==> src/rtl/axi_wr_arbiter.sv <==
// Round-robin N-master to one-slave AXI write arbiter.
// One master owns the AW/W/B path from grant until its B handshake completes.
module axi_wr_arbiter #(
  parameter int unsigned N_MST   = 3,
  parameter int unsigned AW_BITS = 49,
  parameter int unsigned W_BITS  = 37
) (
  input  logic                       AXI_CLK_i,
  input  logic                       AXI_RST_i,
  input  logic [N_MST-1:0]           AW_REQ_i,
  input  logic [N_MST*AW_BITS-1:0]   AW_DATA_i,
  output logic [N_MST-1:0]           AW_POP_o,
  input  logic [N_MST-1:0]           W_VALID_i,
  input  logic [N_MST*W_BITS-1:0]    W_DATA_i,
  output logic [N_MST-1:0]           W_POP_o,
  output logic                       AWVALID_o,
  input  logic                       AWREADY_i,
  output logic [AW_BITS-1:0]         AW_o,
  output logic                       WVALID_o,
  input  logic                       WREADY_i,
  output logic [W_BITS-1:0]          W_o,
  input  logic                       BVALID_i,
  input  logic [7:0]                 BID_i,
  input  logic [1:0]                 BRESP_i,
  output logic                       BREADY_o,
  output logic [N_MST-1:0]           BVALID_o,
  output logic [7:0]                 BID_o,
  output logic [1:0]                 BRESP_o,
  input  logic [N_MST-1:0]           BREADY_i,
  output logic [N_MST-1:0]           GRANT_o
);

  localparam int unsigned IW      = (N_MST > 1) ? $clog2(N_MST) : 1;
  localparam int unsigned LEN_LSB = 5;

  typedef enum logic [1:0] {IDLE, ADDR, DATA, RESP} state_t;

  state_t             state_q, state_d;
  logic [N_MST-1:0]   grant_q, grant_d;
  logic [IW-1:0]      gidx_q, gidx_d;
  logic [IW-1:0]      ptr_q, ptr_d;
  logic [3:0]         len_q, len_d;
  logic [3:0]         beat_q, beat_d;
  logic [AW_BITS-1:0] aw_sel;
  logic [W_BITS-1:0]  w_sel;
  logic [IW-1:0]      rr_idx;
  logic               rr_hit;

  assign GRANT_o = grant_q;

  // Payload slices of the current owner
  always_comb begin
    aw_sel = '0;
    w_sel  = '0;
    for (int unsigned m = 0; m < N_MST; m++) begin
      if (gidx_q == IW'(m)) begin
        aw_sel = AW_DATA_i[m*AW_BITS +: AW_BITS];
        w_sel  = W_DATA_i[m*W_BITS +: W_BITS];
      end
    end
  end

  // Round-robin search starting at ptr, wrapping modulo N_MST
  always_comb begin
    int unsigned c;
    rr_hit = 1'b0;
    rr_idx = ptr_q;
    c      = 0;
    for (int unsigned i = 0; i < N_MST; i++) begin
      c = 32'(ptr_q) + i;
      if (c >= N_MST) c = c - N_MST;
      if (!rr_hit && AW_REQ_i[IW'(c)]) begin
        rr_hit = 1'b1;
        rr_idx = IW'(c);
      end
    end
  end

  always_ff @(posedge AXI_CLK_i) begin
    if (AXI_RST_i) begin
      state_q <= IDLE;
      grant_q <= '0;
      gidx_q  <= '0;
      ptr_q   <= '0;
      len_q   <= '0;
      beat_q  <= '0;
    end else begin
      state_q <= state_d;
      grant_q <= grant_d;
      gidx_q  <= gidx_d;
      ptr_q   <= ptr_d;
      len_q   <= len_d;
      beat_q  <= beat_d;
    end
  end

  // Next state and channel steering; reset suppresses every handshake
  always_comb begin
    state_d   = state_q;
    grant_d   = grant_q;
    gidx_d    = gidx_q;
    ptr_d     = ptr_q;
    len_d     = len_q;
    beat_d    = beat_q;
    AWVALID_o = 1'b0;
    AW_o      = '0;
    AW_POP_o  = '0;
    WVALID_o  = 1'b0;
    W_o       = '0;
    W_POP_o   = '0;
    BREADY_o  = 1'b0;
    BVALID_o  = '0;
    BID_o     = '0;
    BRESP_o   = '0;
    if (!AXI_RST_i) begin
      case (state_q)
        IDLE: begin
          if (rr_hit) begin
            grant_d         = '0;
            grant_d[rr_idx] = 1'b1;
            gidx_d          = rr_idx;
            state_d         = ADDR;
          end
        end
        ADDR: begin
          AWVALID_o = 1'b1;
          AW_o      = aw_sel;
          if (AWREADY_i) begin
            AW_POP_o[gidx_q] = 1'b1;
            len_d            = aw_sel[LEN_LSB +: 4];
            beat_d           = '0;
            state_d          = DATA;
          end
        end
        DATA: begin
          // The master's own last flag is replaced by the beat count
          WVALID_o = W_VALID_i[gidx_q];
          W_o      = {w_sel[W_BITS-1:1], (beat_q == len_q)};
          if (WVALID_o && WREADY_i) begin
            W_POP_o[gidx_q] = 1'b1;
            beat_d          = beat_q + 4'd1;
            if (beat_q == len_q) state_d = RESP;
          end
        end
        RESP: begin
          BREADY_o         = BREADY_i[gidx_q];
          BVALID_o[gidx_q] = BVALID_i;
          BID_o            = BID_i;
          BRESP_o          = BRESP_i;
          if (BVALID_i && BREADY_o) begin
            state_d = IDLE;
            grant_d = '0;
            ptr_d   = (gidx_q == IW'(N_MST - 1)) ? '0 : gidx_q + IW'(1);
          end
        end
        default: state_d = IDLE;
      endcase
    end
  end

endmodule
==> config.mk <==
export PLATFORM = sky130hd
export DESIGN_NAME = axi_wr_arbiter
export DESIGN_NICKNAME = d
export VERILOG_FILES = /design/src/rtl/axi_wr_arbiter.sv
export SDC_FILE = /design/constraint.sdc
export NUM_CORES = 1
export LEC_CHECK = 0
export ABC_AREA = 1
export CELL_PAD_IN_SITES_DETAIL_PLACEMENT = 1
export CELL_PAD_IN_SITES_GLOBAL_PLACEMENT = 1
export CORE_MARGIN = 1.5
export CORE_UTILIZATION = 15
export CTS_CLUSTER_SIZE = 25
export DETAILED_ROUTE_END_ITERATION = 7
export PLACE_DENSITY = 0.86
export SETUP_SLACK_MARGIN = 0.02
export SLEW_MARGIN = 20
export SYNTH_ARGS = -nofsm -noshare
export SYNTH_HDL_FRONTEND = slang
export SYNTH_SLANG_ARGS = --single-unit
==> constraint.sdc <==
create_clock -name AXI_CLK_i -period 2.3 [get_ports AXI_CLK_i]
set_clock_uncertainty 0.05 [all_clocks]
set_input_delay 0.575 -clock AXI_CLK_i [delete_from_list [all_inputs] [get_ports AXI_CLK_i]]
set_output_delay 0.575 -clock AXI_CLK_i [all_outputs]
set_load 0.1 [all_outputs]
Figure 1. Metal 3 (run 1).
(2 px per micron) Cells faint in the background.
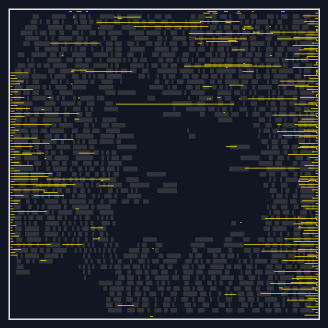
The longest straight run is 58.9 microns. 225 nets have wire on it. The wires run mostly horizontal. The layer carries 2020 microns of wire.
met3 track utilization from global routing: 0.0488
wire length after detailed routing: 31.2 mm
total number of vias: 6726

Figure 2. Cells colored by class (run 1).
(3 px per micron)
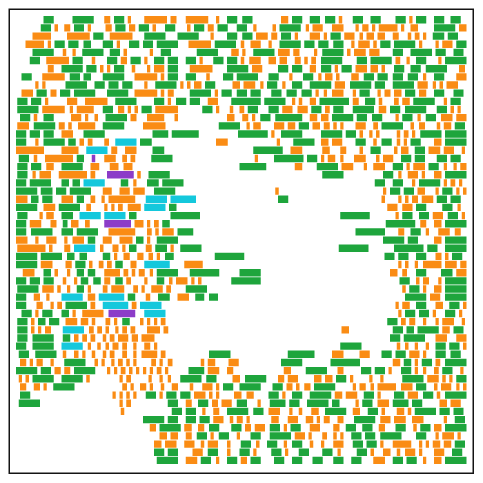
Orange stands for all other logic, cells 677, share of their area 40%. Cyan stands for flops, cells 17, share of their area 3.2%. Purple stands for clock drivers and dummy loads, cells 4, share of their area 0.71%. Green stands for other buffers and delay cells, cells 468, share of their area 56%.
Layout Cell Area excl Fill: 11400 sq um
core occupancy in the finished layout: 0.508

Figure 3. The clock network (run 1).
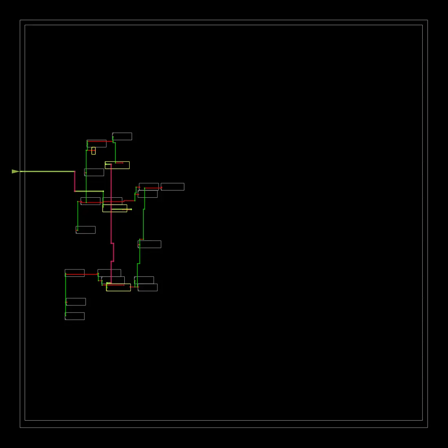
number of CTS-inserted buffers: 3
CLK BUF: 4
registers: 17
power in the clock group: 0.366 mW

Figure 4. Signal metal coverage by tile (run 1).
(2 px per micron) The die is cut into 31 by 31 equal tiles; dark purple is low, yellow is high, scaled to the fullest tile. Values are wire area over tile area, all layers added.
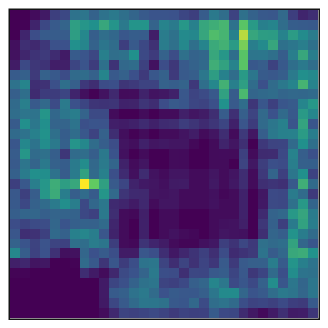
9.3% of the tiles are nearly empty. The fullest tile reaches 0.86. The densest ninth of the die: top right.
global router's overall resource usage: 0.241
detail-routed net length per standard cell: 21.4 microns

==> notes.md, run 1 <==
yosys + openroad results -> tool warnings=38, busiest layer in global routing=met2, post-route minimum period=2.39 ns, clock input transition at the sequential cells of the worst setup and hold paths=0.05 ns, clock tree from TritonCTS=yes, maximum buffer depth of the clock tree=2, via count of the first global-routing pass=7421, final cycle utilization of the critical path=1.04, fraction of area in registers=0.0311, area of placed instances=9610 sq um, switching power=5.15 mW, status=finished with violations, failing checks=setup timing, arrival time of data at the critical path endpoint=1.76 ns, critical path's slowest cell=sky130_fd_sc_hd__dfxtp_4, Detailed Route Iter0 Violations=283, DIE AREA=23800 sq um, most common cell after layout, fill and taps aside=sky130_fd_sc_hd__nand2_1, Seq. cell area=355 sq um, Reg2Reg Setup Slack=0.13 ns, class of the most critical setup path=reg2out, compound-gate portion of the synthesized area=0.0795, CP Max Fanout=6, Post-Route M1 WL=11.5 mm, number of buffers added to fix hold violations after cts=0, Largest delay share family, worst path=buffers and inverters, crit path setup slack, layout=-0.0853 ns, uppermost metal layer occupied by signal nets=met5, Max-slew headroom=0.754, post-CTS setup buffer count=30, clk latency late pin=0.26 ns, routability congestion estimate=0.823, Buf/Inv on CP=6, WHS=0.434 ns, nonclk buf count=468, r2r startpoint=gidx_q[1], endpoint type of the worst setup path=output port, initial antenna violation count=4, top logic cell family in the synthesized netlist=simple AND/OR/NAND/NOR gates, cell type with the largest total area=sky130_fd_sc_hd__nand2_1, number of H-tree levels=1, met1 Usage GRT=0.259, Resized Gates After CTS=204, met2 routed WL=16.5 mm, Critical Path Source=gidx_q[1], most popular library cell in the synthesized design by count=sky130_fd_sc_hd__nand2_1, critical path cell sequence=inv_4 > nor2_4 > buf_8 > buf_12 > buf_8 > nand2_1 > nand3_2 > nand2_4 > clkinvlp_4 > buf_12, Hold Crit Endpoint=GRANT_o[1], Mapped Cells=733, inverter count of the layout excluding clock inverters=96, class of the tightest hold or removal check=reg2reg, data required time of the worst path=1.67 ns, number of sinks driven by the clock tree=17, adder and majority cell fraction of the synthesized area=0.0328, core outline area=22500 sq um, clock distribution area overhead in the final layout=0.00689, endpoint of the lowest-slack register-to-register path=state_q[1], switching power as a share of total power=0.574, YS chip area=3430 sq um, number of nets produced by synthesis=1024, number of DRC violations after detailed routing=0, Unique cell types=28, die span in y=154 microns, Via-to-Cell Ratio=4.63, type of element launching the critical path=register, final net count=1458, mux share of post-synthesis cell area=0, Die Span X=154 microns, dominant power group=combinational logic, sequential share of power=0.051, number of port buffers=389, largest incremental delay on the critical path=0.40 ns, Leading cell kind=buffers, Synth Cell Area=3430 sq um, area occupied by multi-input gates=3840 sq um, actual transition at the worst max-transition pin=0.368 ns, number of standard cells reported by yosys=733, number of fill cells in the layout=2545, count of warnings emitted by yosys=0, unrepaired setup endpoints after global routing=yes, basic-gate share of the synthesized area counting and, or, nand and nor cells=0.615, Detail Route met3 WL=2.02 mm, fraction of registers with async set/reset=0, # diodes=3, register area share after synthesis=0.0992, Signal buf overhead=0.538, cell area power density=784 nW/um^2, yosys xor share=0.0153, layout cell share with drive strength beyond 1=0.423, number of cells traversed by the worst register-to-register path=15, num tapcells=285, leakage power=4.65 nW, Internal Power=3.82 mW, detailed placer's ending HPWL=20.2 mm, global-route congestion overflow total=0, largest net degree at the start of global routing=32, number of maximum-capacitance constraint violations=0, number of hold violations in the final report=0, Multi-Input Combinational=581, top achievable clock speed=0.419 GHz, sequential-cell power consumption=0.461 mW, Layout area overhead=234%, count of pins on the block boundary=393, met2 capacity usage during global routing=0.462, worst setup path endpoint=AW_o[41], most instantiated logic cells after routing=sky130_fd_sc_hd__nand2_1, sky130_fd_sc_hd__clkdlybuf4s50_1, sky130_fd_sc_hd__buf_12, initial core utilization=0.152, Comb. pwr=8.14 mW, list of most frequent post-synthesis cells=sky130_fd_sc_hd__nand2_1, sky130_fd_sc_hd__nand3_1, sky130_fd_sc_hd__inv_1, clock network power share=0.041, wire length of the first global-routing pass=43.6 mm, Worst Hold Depth=2, flip-flop cell with the highest count after synthesis=sky130_fd_sc_hd__dfxtp_1, Routed Antenna Nets=0, Dominant cell area share=0.413, number of endpoints failing setup at the final stage=74, multi-input logic portion of the cell area=0.336, startpoint of the most critical hold path=GRANT_o[1], iteration count of the initial detailed-routing pass=4, logic depth of the worst path, buffers included=10, count of library flops with an enable pin=0, Placement Rows=55, Clock Root Buffer=sky130_fd_sc_hd__clkbuf_16
## run 1: sequential cells by signal, indices dropped and copies added, names as in the netlist
| name | cells |
|---|---|
| state_q | 2 |
| ptr_q | 2 |
| len_q | 4 |
| gidx_q | 2 |
| GRANT_o | 3 |
| beat_q | 4 |
## run 1: metrics by stage
stage	std cells	worst slack (ns)	utilization	power [mW]	TNS, ns
after floorplan	733	-0.227	-	4.27	-2.73
after global placement	1401	-0.452	0.427	6.59	-40.13
after detailed placement	1401	-0.524	0.427	6.69	-40.71
after CTS	1445	-0.0481	0.489	8.49	-0.931
after global routing	1454	-0.147	0.508	9.33	-7.27
final	1454	-0.0853	0.508	8.97	-2.31
==> run 2, diff against run 1 <==
--- a/config.mk
+++ b/config.mk
@@ -14,7 +14,6 @@
 export DETAILED_ROUTE_END_ITERATION = 7
 export PLACE_DENSITY = 0.86
 export SETUP_SLACK_MARGIN = 0.02
-export SLEW_MARGIN = 20
 export SYNTH_ARGS = -nofsm -noshare
 export SYNTH_HDL_FRONTEND = slang
 export SYNTH_SLANG_ARGS = --single-unit
Figure 5. Cells by drive strength (run 2).
(2 px per micron)
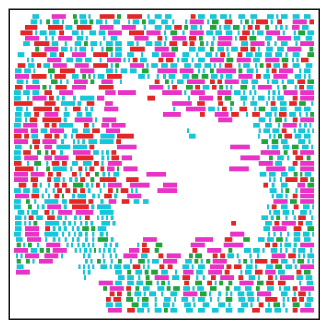
Cyan stands for drive 1 or less, cells 673, share 58%. Magenta stands for drive 6 and up, cells 160, share 14%. Red stands for drive 3 to 4, cells 201, share 17%. Green stands for drive 2, cells 132, share 11%.
Layout area overhead: 234%
nonclk buf count: 468

==> notes.md, run 2 <==
yosys + openroad results -> largest net degree at the start of global routing=32 (unchanged), number of hold violations in the final report=0 (unchanged), number of standard cells reported by yosys=733 (unchanged), Unique cell types=28 (unchanged), clock distribution area overhead in the final layout=0.00689 (unchanged), busiest layer in global routing=met2, count of pins on the block boundary=393 (unchanged), Comb. pwr=8.14 mW (about the same), Leading cell kind=buffers, arrival time of data at the critical path endpoint=1.76 ns (about the same), sequential share of power=0.051 (about the same), # diodes=3 (unchanged), number of nets produced by synthesis=1024 (unchanged), routability congestion estimate=0.823 (unchanged), initial core utilization=0.152 (unchanged), unrepaired setup endpoints after global routing=yes, most instantiated logic cells after routing=sky130_fd_sc_hd__nand2_1, sky130_fd_sc_hd__clkdlybuf4s50_1, sky130_fd_sc_hd__buf_12, YS chip area=3430 sq um (unchanged), data required time of the worst path=1.67 ns (about the same), detailed placer's ending HPWL=20.2 mm (unchanged), Mapped Cells=733 (unchanged), area occupied by multi-input gates=3840 sq um (unchanged), final cycle utilization of the critical path=1.04 (unchanged), clk latency late pin=0.26 ns (about the same), num tapcells=285 (unchanged), cell area power density=784 nW/um^2 (unchanged), fraction of registers with async set/reset=0 (unchanged), top achievable clock speed=0.419 GHz (unchanged), CLK BUF=4 (unchanged), clock input transition at the sequential cells of the worst setup and hold paths=0.05 ns (about the same), status=finished with violations, number of port buffers=389 (unchanged), met2 routed WL=16.5 mm (unchanged), number of buffers added to fix hold violations after cts=0 (unchanged), initial antenna violation count=4 (unchanged), Synth Cell Area=3430 sq um (unchanged), via count of the first global-routing pass=7421 (unchanged), most popular library cell in the synthesized design by count=sky130_fd_sc_hd__nand2_1, sequential-cell power consumption=0.461 mW (about the same), uppermost metal layer occupied by signal nets=met5, most common cell after layout, fill and taps aside=sky130_fd_sc_hd__nand2_1, maximum buffer depth of the clock tree=2 (unchanged), Critical Path Source=gidx_q[1], switching power=5.15 mW (unchanged), CP Max Fanout=6 (unchanged), DP Cell Count=1401 (unchanged), number of DRC violations after detailed routing=0 (unchanged), startpoint of the most critical hold path=GRANT_o[1], number of fill cells in the layout=2545 (unchanged), top logic cell family in the synthesized netlist=simple AND/OR/NAND/NOR gates, registers=17 (unchanged), cell type with the largest total area=sky130_fd_sc_hd__nand2_1, met2 capacity usage during global routing=0.462 (unchanged), multi-input logic portion of the cell area=0.336 (unchanged), Reg2Reg Setup Slack=0.13 ns (about the same), number of CTS-inserted buffers=3 (unchanged), met3 track utilization from global routing=0.0488 (unchanged), total number of vias=6726 (unchanged), list of most frequent post-synthesis cells=sky130_fd_sc_hd__nand2_1, sky130_fd_sc_hd__nand3_1, sky130_fd_sc_hd__inv_1, crit path setup slack, layout=-0.0853 ns (unchanged), type of element launching the critical path=register, met1 Usage GRT=0.259 (unchanged), number of H-tree levels=1 (unchanged), post-route setup TNS=-2.31 ns (unchanged), Signal buf overhead=0.538 (unchanged), flip-flop cell with the highest count after synthesis=sky130_fd_sc_hd__dfxtp_1, die span in y=154 microns (unchanged), DIE AREA=23800 sq um (unchanged), Post-Route M1 WL=11.5 mm (unchanged), layout cell share with drive strength beyond 1=0.423 (unchanged), Layout Cell Area excl Fill=11400 sq um (unchanged), Internal Power=3.82 mW (unchanged), Die Span X=154 microns (unchanged), final net count=1458 (unchanged), yosys xor share=0.0153 (unchanged), r2r startpoint=gidx_q[1], class of the most critical setup path=reg2out, adder and majority cell fraction of the synthesized area=0.0328 (unchanged), detail-routed net length per standard cell=21.4 microns (unchanged), post-route minimum period=2.39 ns (unchanged), tool warnings=38 (unchanged), Clock Root Buffer=sky130_fd_sc_hd__clkbuf_16, dominant power group=combinational logic, failing checks=setup timing, area of placed instances=9610 sq um (unchanged), compound-gate portion of the synthesized area=0.0795 (unchanged), WHS=0.434 ns (unchanged), Design Power=8.97 mW (unchanged), Max-slew headroom=0.754 (unchanged), Dominant cell area share=0.413 (unchanged), endpoint type of the worst setup path=output port, wire length of the first global-routing pass=43.6 mm (unchanged), Via-to-Cell Ratio=4.63 (unchanged), Routed Antenna Nets=0 (unchanged), Seq. cell area=355 sq um (unchanged), clock network power share=0.041 (about the same), switching power as a share of total power=0.574 (unchanged), wire length after detailed routing=31.2 mm (unchanged), post-placement setup slack=-0.524 ns (unchanged), actual transition at the worst max-transition pin=0.368 ns (unchanged), iteration count of the initial detailed-routing pass=4 (unchanged), leakage power=4.65 nW (unchanged), Multi-Input Combinational=581 (unchanged), clock tree from TritonCTS=yes, number of endpoints failing setup at the final stage=74 (unchanged), register area share after synthesis=0.0992 (unchanged), count of warnings emitted by yosys=0 (unchanged), Worst Hold Depth=2 (unchanged), number of cells traversed by the worst register-to-register path=15 (unchanged), class of the tightest hold or removal check=reg2reg, count of library flops with an enable pin=0 (unchanged)
Figure 6. Cells colored by class (run 2).
(3 px per micron)
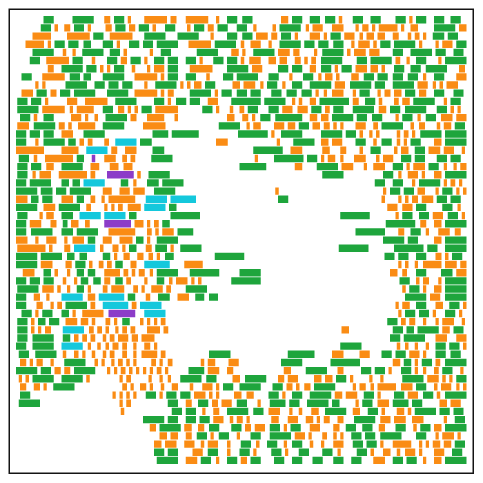
Purple stands for clock drivers and dummy loads, cells 4, share of their area 0.71%. Green stands for other buffers and delay cells, cells 468, share of their area 56%. Cyan stands for flops, cells 17, share of their area 3.2%. Orange stands for all other logic, cells 677, share of their area 40%.
fraction of area in registers: 0.0311
Placement Rows: 55
core outline area: 22500 sq um

==> run 2: critical path, stage by stage (launching register included) <==
cell	delay, ns
sky130_fd_sc_hd__dfxtp_4	0.40
sky130_fd_sc_hd__inv_4	0.05
sky130_fd_sc_hd__nor2_4	0.15
sky130_fd_sc_hd__buf_8	0.16
sky130_fd_sc_hd__buf_12	0.14
sky130_fd_sc_hd__buf_8	0.13
sky130_fd_sc_hd__nand2_1	0.06
sky130_fd_sc_hd__nand3_2	0.08
sky130_fd_sc_hd__nand2_4	0.06
sky130_fd_sc_hd__clkinvlp_4	0.08
sky130_fd_sc_hd__buf_12	0.17
==> run 2: timing repair <==
action | in CTS | in global routing
pin swaps | 40 | 25
gates cloned | 11 | 4
endpoints found under the setup margin | 108 | 102
setup buffers | 30 | 5
gates resized | 204 | 86
Figure 7. Metal 3 (run 2).
(2 px per micron) Cells faint in the background.
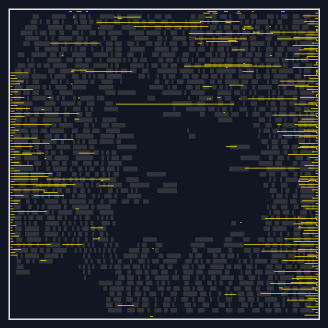

==> run 3, diff against run 2 <==
--- a/config.mk
+++ b/config.mk
@@ -12,6 +12,7 @@
 export CORE_UTILIZATION = 15
 export CTS_CLUSTER_SIZE = 25
 export DETAILED_ROUTE_END_ITERATION = 7
+export GPL_TIMING_DRIVEN = 0
 export PLACE_DENSITY = 0.86
 export SETUP_SLACK_MARGIN = 0.02
 export SYNTH_ARGS = -nofsm -noshare
Figure 8. Metal 3 (run 3).
(2 px per micron) Cells faint in the background.
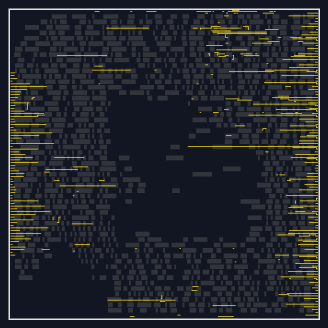
The longest straight run is 64.8 microns. The layer carries 1970 microns of wire. The wires run mostly horizontal.
wire length after detailed routing: 32.9 mm
met3 track utilization from global routing: 0.0446

Figure 9. The clock network (run 3).
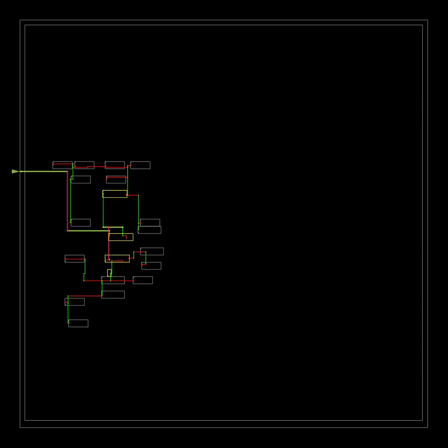
power in the clock group: 0.359 mW
clk latency late pin: 0.25 ns

==> notes.md, run 3 <==
yosys + openroad results -> post-placement setup slack=-1.75 ns (-1.23 ns), Hold Crit Endpoint=GRANT_o[1], Worst Hold Depth=2 (unchanged), Layout area overhead=230%, clock distribution area overhead in the final layout=0.00697 (+0.0000762), data required time of the worst path=1.67 ns (about the same), Clock Root Buffer=sky130_fd_sc_hd__clkbuf_16, arrival time of data at the critical path endpoint=1.92 ns (+0.16 ns), startpoint of the most critical hold path=GRANT_o[1], Synth flops=17, class of the tightest hold or removal check=reg2reg, routability congestion estimate=0.874 (+6.3%), unrepaired setup endpoints after global routing=yes, list of most frequent post-synthesis cells=sky130_fd_sc_hd__nand2_1, sky130_fd_sc_hd__nand3_1, sky130_fd_sc_hd__inv_1, clock tree from TritonCTS=yes, class of the most critical setup path=reg2out, number of CTS-inserted buffers=3 (unchanged), critical path cell sequence=buf_6 > nor2_4 > buf_6 > buf_12 > clkinvlp_4 > buf_12 > o221ai_4 > nor2_4 > buf_12, Mapped Cells=733 (unchanged), total number of vias=6860 (+2.0%), count of library flops with an enable pin=0 (unchanged), fraction of area in registers=0.0314 (+0.000343), number of cells traversed by the worst register-to-register path=13 (-2), largest incremental delay on the critical path=0.38 ns (-0.02 ns), failing checks=setup timing, met1 Usage GRT=0.253 (-0.00570), number of standard cells reported by yosys=733 (unchanged), clock network power share=0.040 (about the same), mean post-synth cell area=4.68 sq um, cells taking the most area after synthesis=sky130_fd_sc_hd__nand2_1, sky130_fd_sc_hd__nand3_1, sky130_fd_sc_hd__dfxtp_1, YS chip area=3430 sq um (unchanged), initial core utilization=0.152 (unchanged), number of nets produced by synthesis=1024 (unchanged), endpoint of the lowest-slack register-to-register path=GRANT_o[2], core occupancy in the finished layout=0.503, most instantiated logic cells after routing=sky130_fd_sc_hd__clkdlybuf4s50_1, sky130_fd_sc_hd__nand2_1, sky130_fd_sc_hd__buf_12, actual transition at the worst max-transition pin=0.995 ns (+0.626 ns), maximum resistive drop on vdd=0.000424 V, number of maximum-capacitance constraint violations=0, DIE AREA=23800 sq um (unchanged), mux share of post-synthesis cell area=0, post-route minimum period=2.55 ns (+0.162 ns), Detail Route met3 WL=1.97 mm, status=finished with violations, Leading cell kind=buffers, cell area power density=785 nW/um^2 (about the same), most common cell after layout, fill and taps aside=sky130_fd_sc_hd__clkdlybuf4s50_1, die span in y=154 microns (unchanged), most repeated library cell on the critical path=sky130_fd_sc_hd__buf_12, register area share after synthesis=0.0992 (unchanged), worst setup path endpoint=AW_o[7], tool warnings=39 (+2.6%), Unique cell types=28 (unchanged), Max-slew headroom=0.340 (-0.415), CLK BUF=4 (unchanged), count of warnings emitted by yosys=0 (unchanged), busiest layer in global routing=met2, top logic cell family in the synthesized netlist=simple AND/OR/NAND/NOR gates, final cycle utilization of the critical path=1.11 (+0.0706), count of pins on the block boundary=393 (unchanged), met2 capacity usage during global routing=0.425 (-0.0364), registers=17 (unchanged), Signal buf overhead=0.543 (+0.00474), number of buffers added to fix hold violations after cts=0 (unchanged), Reg2Reg Setup Slack=0.19 ns (+0.06 ns), Placement Rows=55 (unchanged), post-route setup TNS=-14.19 ns (-11.87 ns), iteration count of the initial detailed-routing pass=4 (unchanged), crit path setup slack, layout=-0.248 ns (-0.162 ns), inverter count of the layout excluding clock inverters=96, number of DRC violations after detailed routing=0 (unchanged), global router's overall resource usage=0.228, final count of pins violating max slew=0, top achievable clock speed=0.392 GHz (-6.4%), Design Power=8.88 mW (-1.0%), post-CTS setup buffer count=20 (-33%), core outline area=22500 sq um (unchanged), Critical Path Source=gidx_q[0], endpoint type of the worst setup path=output port, basic-gate share of the synthesized area counting and, or, nand and nor cells=0.615, detailed placer's ending HPWL=20.4 mm (+1.1%), fraction of registers with async set/reset=0 (unchanged), Internal Power=3.79 mW (-0.73%), detail-routed net length per standard cell=22.5 microns (+4.9%), number of hold violations in the final report=0 (unchanged), WHS=0.443 ns (+0.00855 ns), num tapcells=285 (unchanged), uppermost metal layer occupied by signal nets=met4, number of H-tree levels=1 (unchanged), Dominant cell area share=0.413 (unchanged), leakage power=4.59 nW (-1.4%), most popular library cell in the synthesized design by count=sky130_fd_sc_hd__nand2_1, largest net degree at the start of global routing=11 (-66%), Die Span X=154 microns (unchanged), type of element launching the critical path=register, adder and majority cell fraction of the synthesized area=0.0328 (unchanged), Routed Antenna Nets=0 (unchanged), number of sinks driven by the clock tree=17, Detailed Route Iter0 Violations=277, yosys xor share=0.0153 (unchanged), compound-gate portion of the synthesized area=0.0795 (unchanged), sequential share of power=0.053 (+0.002), Synth Cell Area=3430 sq um (unchanged), cell type with the largest total area=sky130_fd_sc_hd__nand2_1, clock input transition at the sequential cells of the worst setup and hold paths=0.05 ns (about the same), number of endpoints failing setup at the final stage=94 (+27%), area occupied by multi-input gates=3730 sq um (-2.9%), CP Max Fanout=6 (unchanged), flip-flop cell with the highest count after synthesis=sky130_fd_sc_hd__dfxtp_1, global-route congestion overflow total=0, number of fill cells in the layout=2560 (+0.59%), layout cell share with drive strength beyond 1=0.424 (+0.000786), r2r startpoint=ptr_q[0], initial antenna violation count=3 (-1), fraction of power consumed by combinational cells=0.906, Resized Gates After CTS=1090 (+430%), Seq. cell area=355 sq um (unchanged), final net count=1470 (+0.82%), multi-input logic portion of the cell area=0.330 (-0.00602), number of port buffers=389 (unchanged), Multi-Input Combinational=581 (unchanged), Via-to-Cell Ratio=4.68 (+1.2%), switching power as a share of total power=0.573 (-0.00119), met2 routed WL=17.4 mm (+5.2%), nonclk buf count=480 (+2.6%), maximum buffer depth of the clock tree=2 (unchanged), # diodes=3 (unchanged), critical path's slowest cell=sky130_fd_sc_hd__dfxtp_4, wire length of the first global-routing pass=41.9 mm (-4.0%), via count of the first global-routing pass=7237 (-2.5%), Post-Route M1 WL=12.2 mm (+5.7%), switching power=5.09 mW (-1.2%)
## run 3: power by group through the flow
stage                     combinational, mW  clock, mW  sequential, mW
after floorplan                        3.77          0           0.498
after global placement                 5.46          0           0.424
after detailed placement               5.54          0           0.432
after CTS                              7.09      0.353           0.448
after global routing                   8.40      0.368           0.481
final                                  8.05      0.359           0.473
## run 3: per-stage QoR
step | instances | cell area (sq um)
2_1_floorplan | 733 | 4130
3_3_place_gp | 1407 | 8380
3_5_place_dp | 1407 | 8380
4_1_cts | 1436 | 10200
5_1_grt | 1465 | 11300
6_report | 1466 | 11300
## run 3: critical path: cells and delay by family, from the launching register on
kind	cells	cell delay [ns]
buffers and inverters	6	0.86
AOI/OAI and AO/OA	1	0.20
DFF	1	0.38
and+or+nand+nor	2	0.21
Power is estimated from default activity; no workload was simulated.
